==> config.mk <==
export PLATFORM = sky130hd
export DESIGN_NAME = bisection_seq_flat
export DESIGN_NICKNAME = d
export VERILOG_FILES = /design/src/rtl/bisection_pkg.sv /design/src/rtl/bisection_seq_if.sv /design/src/rtl/bisection_step.sv /design/src/rtl/bisection_seq.sv /design/src/flat_wrapper.sv
export SDC_FILE = /design/constraint.sdc
export NUM_CORES = 1
export LEC_CHECK = 0
export ABC_AREA = 1
export CORE_MARGIN = 4
export CORE_UTILIZATION = 25
export CTS_BUF_LIST = sky130_fd_sc_hd__clkbuf_8
export DETAILED_ROUTE_END_ITERATION = 7
export SYNTH_ARGS = -nofsm -noshare
export SYNTH_HDL_FRONTEND = slang
export SYNTH_HIERARCHICAL = 1
export SYNTH_SLANG_ARGS = --single-unit
==> constraint.sdc <==
create_clock -name clk -period 3.7 [get_ports clk]
set_input_delay 0.555 -clock clk [delete_from_list [all_inputs] [get_ports clk]]
set_output_delay 0.555 -clock clk [all_outputs]
set_load 0.05 [all_outputs]
==> src/rtl/bisection_pkg.sv <==
// Shared types and constants for the bisection root-search sequencer.
// Fixed point is Q4.15 signed two's complement throughout.
package bisection_pkg;

   localparam int W_DEF      = 20;
   localparam int FRAC_DEF   = 15;
   localparam int ITER_W_DEF = 6;

   localparam logic [W_DEF-1:0] ONE  = 20'h08000;
   localparam logic [W_DEF-1:0] HALF = 20'h04000;

   typedef enum logic [1:0] {
      ST_CONVERGED  = 2'b00,
      ST_MAX_ITER   = 2'b01,
      ST_NO_BRACKET = 2'b10,
      ST_EV_TIMEOUT = 2'b11
   } status_e;

   typedef enum logic [2:0] {
      S_IDLE,
      S_EVAL_A,
      S_EVAL_B,
      S_CHECK,
      S_MID,
      S_EVAL_C,
      S_DECIDE,
      S_DONE
   } state_e;

endpackage

==> src/rtl/bisection_seq_if.sv <==
// Evaluator request/acknowledge port; the sequencer is the master,
// the (arbitrated) polynomial evaluator is the slave.
interface bisection_seq_if
   import bisection_pkg::*;
#(
   parameter int W = W_DEF
);
   logic         ev_req;
   logic [W-1:0] ev_x;
   logic         ev_ack;
   logic [W-1:0] ev_fx;

   modport master (output ev_req, ev_x, input ev_ack, ev_fx);
   modport slave  (input ev_req, ev_x, output ev_ack, ev_fx);
endinterface

==> src/rtl/bisection_step.sv <==
// Combinational bisection datapath: midpoint, bracket update and saturating |f(c)|.
// Keeps all arithmetic out of the control FSM.
module bisection_step
   import bisection_pkg::*;
#(
   parameter int W = W_DEF
)(
   input  logic signed [W-1:0] a_i,
   input  logic signed [W-1:0] b_i,
   input  logic signed [W-1:0] fa_i,
   input  logic signed [W-1:0] fc_i,
   output logic signed [W-1:0] a_next_o,
   output logic signed [W-1:0] b_next_o,
   output logic signed [W-1:0] mid_o,
   output logic        [W-1:0] fc_abs_o,
   output logic                repl_b_o
);
   localparam logic [W-1:0] MOST_NEG = {1'b1, {(W-1){1'b0}}};
   localparam logic [W-1:0] MOST_POS = {1'b0, {(W-1){1'b1}}};

   logic signed [W:0] sum;

   // One extra bit keeps a+b exact; dropping the LSB is the arithmetic shift.
   assign sum   = {a_i[W-1], a_i} + {b_i[W-1], b_i};
   assign mid_o = sum[W:1];

   assign repl_b_o = fc_i[W-1] != fa_i[W-1];
   assign a_next_o = repl_b_o ? a_i : mid_o;
   assign b_next_o = repl_b_o ? mid_o : b_i;

   assign fc_abs_o = (fc_i == MOST_NEG) ? MOST_POS :
                     fc_i[W-1]          ? W'(-fc_i) : fc_i;
endmodule

==> src/rtl/bisection_seq.sv <==
// Bisection root-search control FSM driving a shared evaluator over a req/ack port.
// Optional ack watchdog enabled by defining BISECT_ACK_TIMEOUT_EN.
module bisection_seq
   import bisection_pkg::*;
#(
   parameter int W           = W_DEF,
   parameter int FRAC        = FRAC_DEF,
   parameter int ITER_W      = ITER_W_DEF,
   parameter int ACK_TIMEOUT = 255
)(
   input  logic              clk,
   input  logic              reset,
   input  logic              start,
   input  logic [W-1:0]      a_init,
   input  logic [W-1:0]      b_init,
   input  logic [W-1:0]      tol,
   input  logic [ITER_W-1:0] max_iter,
   output logic              busy,
   output logic              done,
   output logic [W-1:0]      root,
   output logic [ITER_W-1:0] iter_count,
   output logic [1:0]        status,
   bisection_seq_if.master   ev
);
   state_e            state_q, state_d;
   status_e           status_q, status_d;
   logic [W-1:0]      a_q, a_d, b_q, b_d, c_q, c_d;
   logic [W-1:0]      fa_q, fa_d, fb_q, fb_d, fc_q, fc_d;
   logic [W-1:0]      tol_q, tol_d, root_q, root_d;
   logic [ITER_W-1:0] maxit_q, maxit_d, iter_q, iter_d;
   logic              req;
   logic [W-1:0]      x_mux;

   logic [W-1:0] a_nx, b_nx, mid, fc_abs;
   logic         repl_b;

`ifdef BISECT_ACK_TIMEOUT_EN
   localparam int TO_W = $clog2(ACK_TIMEOUT + 1);
   logic [TO_W-1:0] to_cnt_q, to_cnt_d;
`endif

   bisection_step #(.W(W)) u_step (
      .a_i      (a_q),
      .b_i      (b_q),
      .fa_i     (fa_q),
      .fc_i     (fc_q),
      .a_next_o (a_nx),
      .b_next_o (b_nx),
      .mid_o    (mid),
      .fc_abs_o (fc_abs),
      .repl_b_o (repl_b)
   );

   always_comb begin
      state_d  = state_q;
      status_d = status_q;
      a_d      = a_q;
      b_d      = b_q;
      c_d      = c_q;
      fa_d     = fa_q;
      fb_d     = fb_q;
      fc_d     = fc_q;
      tol_d    = tol_q;
      root_d   = root_q;
      maxit_d  = maxit_q;
      iter_d   = iter_q;
      req      = 1'b0;
      x_mux    = '0;
      case (state_q)
         S_IDLE: if (start) begin
            a_d     = a_init;
            b_d     = b_init;
            tol_d   = tol;
            maxit_d = (max_iter == '0) ? ITER_W'(1) : max_iter;
            iter_d  = '0;
            c_d     = '0;
            state_d = S_EVAL_A;
         end
         S_EVAL_A: begin
            req   = 1'b1;
            x_mux = a_q;
            if (ev.ev_ack) begin
               fa_d    = ev.ev_fx;
               state_d = S_EVAL_B;
            end
         end
         S_EVAL_B: begin
            req   = 1'b1;
            x_mux = b_q;
            if (ev.ev_ack) begin
               fb_d    = ev.ev_fx;
               state_d = S_CHECK;
            end
         end
         S_CHECK: begin
            state_d = S_DONE;
            if (fa_q == '0) begin
               root_d   = a_q;
               status_d = ST_CONVERGED;
            end else if (fb_q == '0) begin
               root_d   = b_q;
               status_d = ST_CONVERGED;
            end else if (fa_q[W-1] == fb_q[W-1]) begin
               root_d   = '0;
               status_d = ST_NO_BRACKET;
            end else begin
               state_d = S_MID;
            end
         end
         S_MID: begin
            c_d     = mid;
            state_d = S_EVAL_C;
         end
         S_EVAL_C: begin
            req   = 1'b1;
            x_mux = c_q;
            if (ev.ev_ack) begin
               fc_d    = ev.ev_fx;
               iter_d  = iter_q + ITER_W'(1);
               state_d = S_DECIDE;
            end
         end
         S_DECIDE: begin
            if (fc_abs <= tol_q) begin
               root_d   = c_q;
               status_d = ST_CONVERGED;
               state_d  = S_DONE;
            end else if (iter_q == maxit_q) begin
               root_d   = c_q;
               status_d = ST_MAX_ITER;
               state_d  = S_DONE;
            end else begin
               a_d     = a_nx;
               b_d     = b_nx;
               if (repl_b) fb_d = fc_q;
               else        fa_d = fc_q;
               state_d = S_MID;
            end
         end
         S_DONE:  state_d = S_IDLE;
         default: state_d = S_IDLE;
      endcase
`ifdef BISECT_ACK_TIMEOUT_EN
      // c_q is cleared on start, so a timeout in EVAL_A/B reports root 0.
      to_cnt_d = '0;
      if (req && !ev.ev_ack) begin
         if (to_cnt_q == TO_W'(ACK_TIMEOUT - 1)) begin
            root_d   = c_q;
            status_d = ST_EV_TIMEOUT;
            state_d  = S_DONE;
         end else begin
            to_cnt_d = to_cnt_q + TO_W'(1);
         end
      end
`endif
   end

   always_ff @(posedge clk) begin
      if (reset) begin
         state_q  <= S_IDLE;
         status_q <= ST_CONVERGED;
         a_q      <= '0;
         b_q      <= '0;
         c_q      <= '0;
         fa_q     <= '0;
         fb_q     <= '0;
         fc_q     <= '0;
         tol_q    <= '0;
         root_q   <= '0;
         maxit_q  <= '0;
         iter_q   <= '0;
      end else begin
         state_q  <= state_d;
         status_q <= status_d;
         a_q      <= a_d;
         b_q      <= b_d;
         c_q      <= c_d;
         fa_q     <= fa_d;
         fb_q     <= fb_d;
         fc_q     <= fc_d;
         tol_q    <= tol_d;
         root_q   <= root_d;
         maxit_q  <= maxit_d;
         iter_q   <= iter_d;
      end
   end

`ifdef BISECT_ACK_TIMEOUT_EN
   always_ff @(posedge clk) begin
      if (reset) to_cnt_q <= '0;
      else       to_cnt_q <= to_cnt_d;
   end
`endif

   assign ev.ev_req  = req;
   assign ev.ev_x    = x_mux;
   assign busy       = state_q != S_IDLE;
   assign done       = state_q == S_DONE;
   assign root       = root_q;
   assign iter_count = iter_q;
   assign status     = status_q;
endmodule

==> src/flat_wrapper.sv <==
// flat-port wrapper written by rule: the top's interface ports become plain ports
module bisection_seq_flat import bisection_pkg::*;
#(
   parameter int W           = W_DEF,
   parameter int FRAC        = FRAC_DEF,
   parameter int ITER_W      = ITER_W_DEF,
   parameter int ACK_TIMEOUT = 255
)
  (clk, reset, start, a_init, b_init, tol, max_iter, busy, done, root, iter_count, status, ev_ev_req, ev_ev_x, ev_ev_ack, ev_ev_fx);
  bisection_seq_if #(.W(W)) ev_i ();
  input  logic clk;
  input  logic reset;
  input  logic start;
  input  logic [W-1:0] a_init;
  input  logic [W-1:0] b_init;
  input  logic [W-1:0] tol;
  input  logic [ITER_W-1:0] max_iter;
  output logic busy;
  output logic done;
  output logic [W-1:0] root;
  output logic [ITER_W-1:0] iter_count;
  output logic [1:0] status;
  output wire logic [$bits(ev_i.ev_req)-1:0] ev_ev_req;
  output wire logic [$bits(ev_i.ev_x)-1:0] ev_ev_x;
  input wire logic [$bits(ev_i.ev_ack)-1:0] ev_ev_ack;
  input wire logic [$bits(ev_i.ev_fx)-1:0] ev_ev_fx;
  assign ev_ev_req = ev_i.ev_req;
  assign ev_ev_x = ev_i.ev_x;
  assign ev_i.ev_ack = ev_ev_ack;
  assign ev_i.ev_fx = ev_ev_fx;
  bisection_seq #(.W(W), .FRAC(FRAC), .ITER_W(ITER_W), .ACK_TIMEOUT(ACK_TIMEOUT)) u_core (.clk(clk), .reset(reset), .start(start), .a_init(a_init), .b_init(b_init), .tol(tol), .max_iter(max_iter), .busy(busy), .done(done), .root(root), .iter_count(iter_count), .status(status), .ev(ev_i));
endmodule
==> run_summary.xml <==
<?xml version="1.0" encoding="UTF-8"?>
<metrics>
  <group name="status">
    <metric name="outcome" unit="">complete, no violations</metric>
  </group>
  <group name="clock_network">
    <metric name="cts.path.max_buffers" unit="">2</metric>
    <metric name="cts_made_buffers" unit="">17</metric>
    <metric name="clock_insertion_delay_worst_skew" unit="ns">0.51</metric>
    <metric name="cts_tree" unit="">done</metric>
    <metric name="postCtsSetupBuffers" unit="">0</metric>
    <metric name="cts_hold_buffers" unit="">0</metric>
  </group>
  <group name="routing">
    <metric name="detailroute.wirelength.met3" unit="um">2150</metric>
    <metric name="drt_wl_total" unit="um">40400</metric>
    <metric name="first_pass_iters" unit="">5</metric>
  </group>
  <group name="global_routing">
    <metric name="global_route_wire_length_before_repair" unit="um">62700</metric>
    <metric name="grtUsageMet1" unit="">0.207</metric>
    <metric name="grt_util_all_layers" unit="">0.154</metric>
    <metric name="antenna_found_initial" unit="">0</metric>
    <metric name="grt_overflow" unit="">0</metric>
  </group>
  <group name="cells_and_area">
    <metric name="area_delta_synth_final" unit="%">22.1</metric>
    <metric name="clk_share" unit="">0.0268</metric>
    <metric name="numSequentialCells" unit="">177</metric>
    <metric name="buf_share" unit="">0.132</metric>
    <metric name="logic_gate_count" unit="">1469</metric>
    <metric name="final_cell_mix" unit="">592 x nand2_1, 288 x nor2_1, 177 x dfxtp_1</metric>
    <metric name="antenna_cells" unit="">0</metric>
    <metric name="total_of_clock_buffers_placed_in_the_layout" unit="">17</metric>
    <metric name="stdcell_area" unit="um2">14300</metric>
    <metric name="layout.area.top_class" unit="">combinational gates</metric>
    <metric name="comb_share" unit="">0.499</metric>
    <metric name="sequential_share_of_cell_area" unit="">0.248</metric>
  </group>
  <group name="setup_path">
    <metric name="r2r-end" unit="">u_core/b_q[3]</metric>
    <metric name="cp-startpoint" unit="">u_core/fc_q[0]</metric>
    <metric name="critical-path-max-stage-delay" unit="ns">0.34</metric>
    <metric name="critical_path_cell_count" unit="">22</metric>
    <metric name="criticalPathCategory" unit="">reg -&gt; reg</metric>
    <metric name="worstPathArrival" unit="ns">3.64</metric>
    <metric name="timing.critical_path.required" unit="ns">4.09</metric>
    <metric name="worstSetupStartpointType" unit="">flip-flop</metric>
    <metric name="path_common_cell" unit="">nand2_1</metric>
  </group>
  <group name="sta">
    <metric name="period_needed" unit="ns">3.25</metric>
    <metric name="report.final.hold_viol_count" unit="">0</metric>
    <metric name="setup_repair_after_global_routing_missed_its_margin" unit="">no</metric>
    <metric name="finalMaxSlewViolations" unit="">0</metric>
    <metric name="slew_headroom" unit="">0.173</metric>
    <metric name="totalNegativeSetupSlack" unit="ns">0</metric>
    <metric name="setup_viol_count_final" unit="">0</metric>
  </group>
  <group name="hold_path">
    <metric name="hold_path.class" unit="">reg -&gt; reg</metric>
    <metric name="hold_end" unit="">u_core/tol_q[14]</metric>
    <metric name="hold-path-cell-count" unit="">2</metric>
    <metric name="holdCritStartpoint" unit="">u_core/tol_q[14]</metric>
  </group>
  <group name="flow_run">
    <metric name="warnings" unit="">27</metric>
    <metric name="max_cap_viol_count" unit="">0</metric>
  </group>
  <group name="yosys">
    <metric name="top_cells_by_count" unit="">593 x nand2_1, 288 x nor2_1, 177 x dfxtp_1, 158 x a21oi_1, 147 x inv_1</metric>
    <metric name="mappedNetlistArea" unit="um2">11700</metric>
    <metric name="aoi_share" unit="">0.131</metric>
    <metric name="synth_largest_type_area_fraction" unit="">0.303</metric>
    <metric name="synthesis.area_per_instance" unit="um2">6.12</metric>
    <metric name="yosys_area" unit="um2">11700</metric>
    <metric name="ys_ff" unit="">177</metric>
    <metric name="synth_adder_area_share" unit="">0.0456</metric>
    <metric name="ys_sh_xor" unit="">0.0194</metric>
    <metric name="synth-edff-count" unit="">0</metric>
    <metric name="netlist_logic_family_top" unit="">simple AND/OR/NAND/NOR gates</metric>
    <metric name="yosys.cell_types.count" unit="">47</metric>
    <metric name="yosys_warnings" unit="">6</metric>
    <metric name="yosys.stat.seqShare" unit="">0.303</metric>
    <metric name="synthTopCellsByArea" unit="">dfxtp_1 30%, nand2_1 19%, nor2_1 9.3%</metric>
    <metric name="synth_cells" unit="">1909</metric>
  </group>
  <group name="power">
    <metric name="power_report.internal_total" unit="uW">5610</metric>
    <metric name="fraction_of_power_spent_switching_nets" unit="">0.533</metric>
    <metric name="clk-power" unit="uW">1350</metric>
    <metric name="power_switching" unit="uW">6400</metric>
    <metric name="seq_power_share" unit="">0.250</metric>
    <metric name="pwr-share-comb" unit="">0.638</metric>
    <metric name="power-top-group" unit="">combinational logic</metric>
    <metric name="leakage_power_of_the_design" unit="uW">0.00663</metric>
    <metric name="max-vdd-ir-drop" unit="mV">0.333</metric>
  </group>
  <group name="place">
    <metric name="port_buffers" unit="">140</metric>
    <metric name="globalplace.congestion" unit="">0.946</metric>
    <metric name="dpl.hpwl" unit="um">29000</metric>
    <metric name="dp_worst_setup_slack" unit="ns">0.182</metric>
    <metric name="place_area" unit="um2">13800</metric>
  </group>
  <group name="floorplanning">
    <metric name="io_pins" unit="">141</metric>
    <metric name="row_count" unit="">78</metric>
    <metric name="initCoreUtil" unit="">0.255</metric>
    <metric name="design.core.area" unit="um2">45800</metric>
    <metric name="die_height" unit="um">224</metric>
    <metric name="floorplan.die_area" unit="um2">50300</metric>
    <metric name="tap_cells" unit="">600</metric>
  </group>
</metrics>
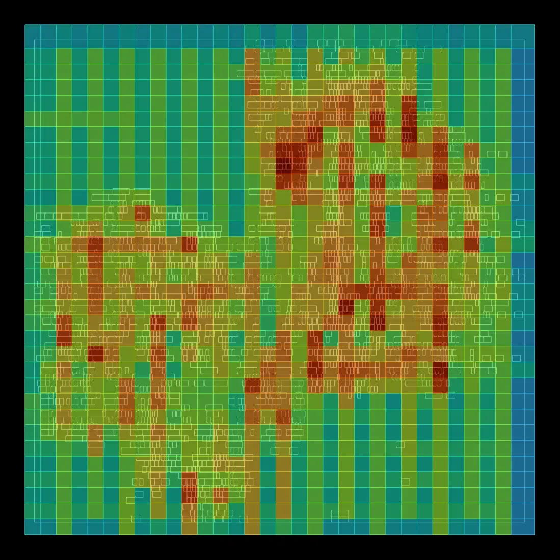
(track usage over the die)
met2 Resource Use GR: 0.259
GR Util met3: 0.0256
layer with the highest usage after global routing: met2
share of the core filled with cells: 0.312
post-detailed-route wirelength per cell: 15.5 um

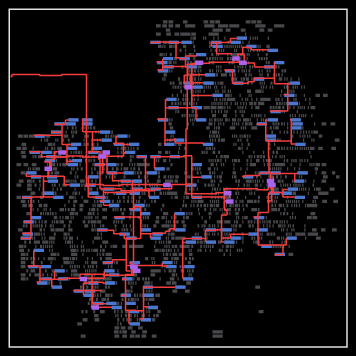
(clock wires, drivers and flops)
(1.5 px per um)
Key: purple = clock-net drivers [count 17]; blue = flip-flops [count 177]; red = clock wires [length 2610 um]
There are 18 routed clock nets. Position of the flops: spread over the die.
Layout Skew: 0.0274 ns
share of total power in the clock network: 0.112

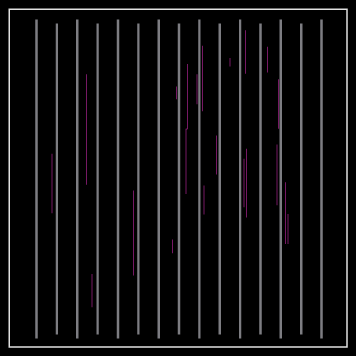
(metal 4)
(1.5 px per um) Supply wires on this layer in gray.
The longest straight run is 73.4 um. 17 nets have wire on it. The layer carries 665 um of wire. The layer holds 1.6% of the routed length.

Power is estimated from default activity; no workload was simulated.
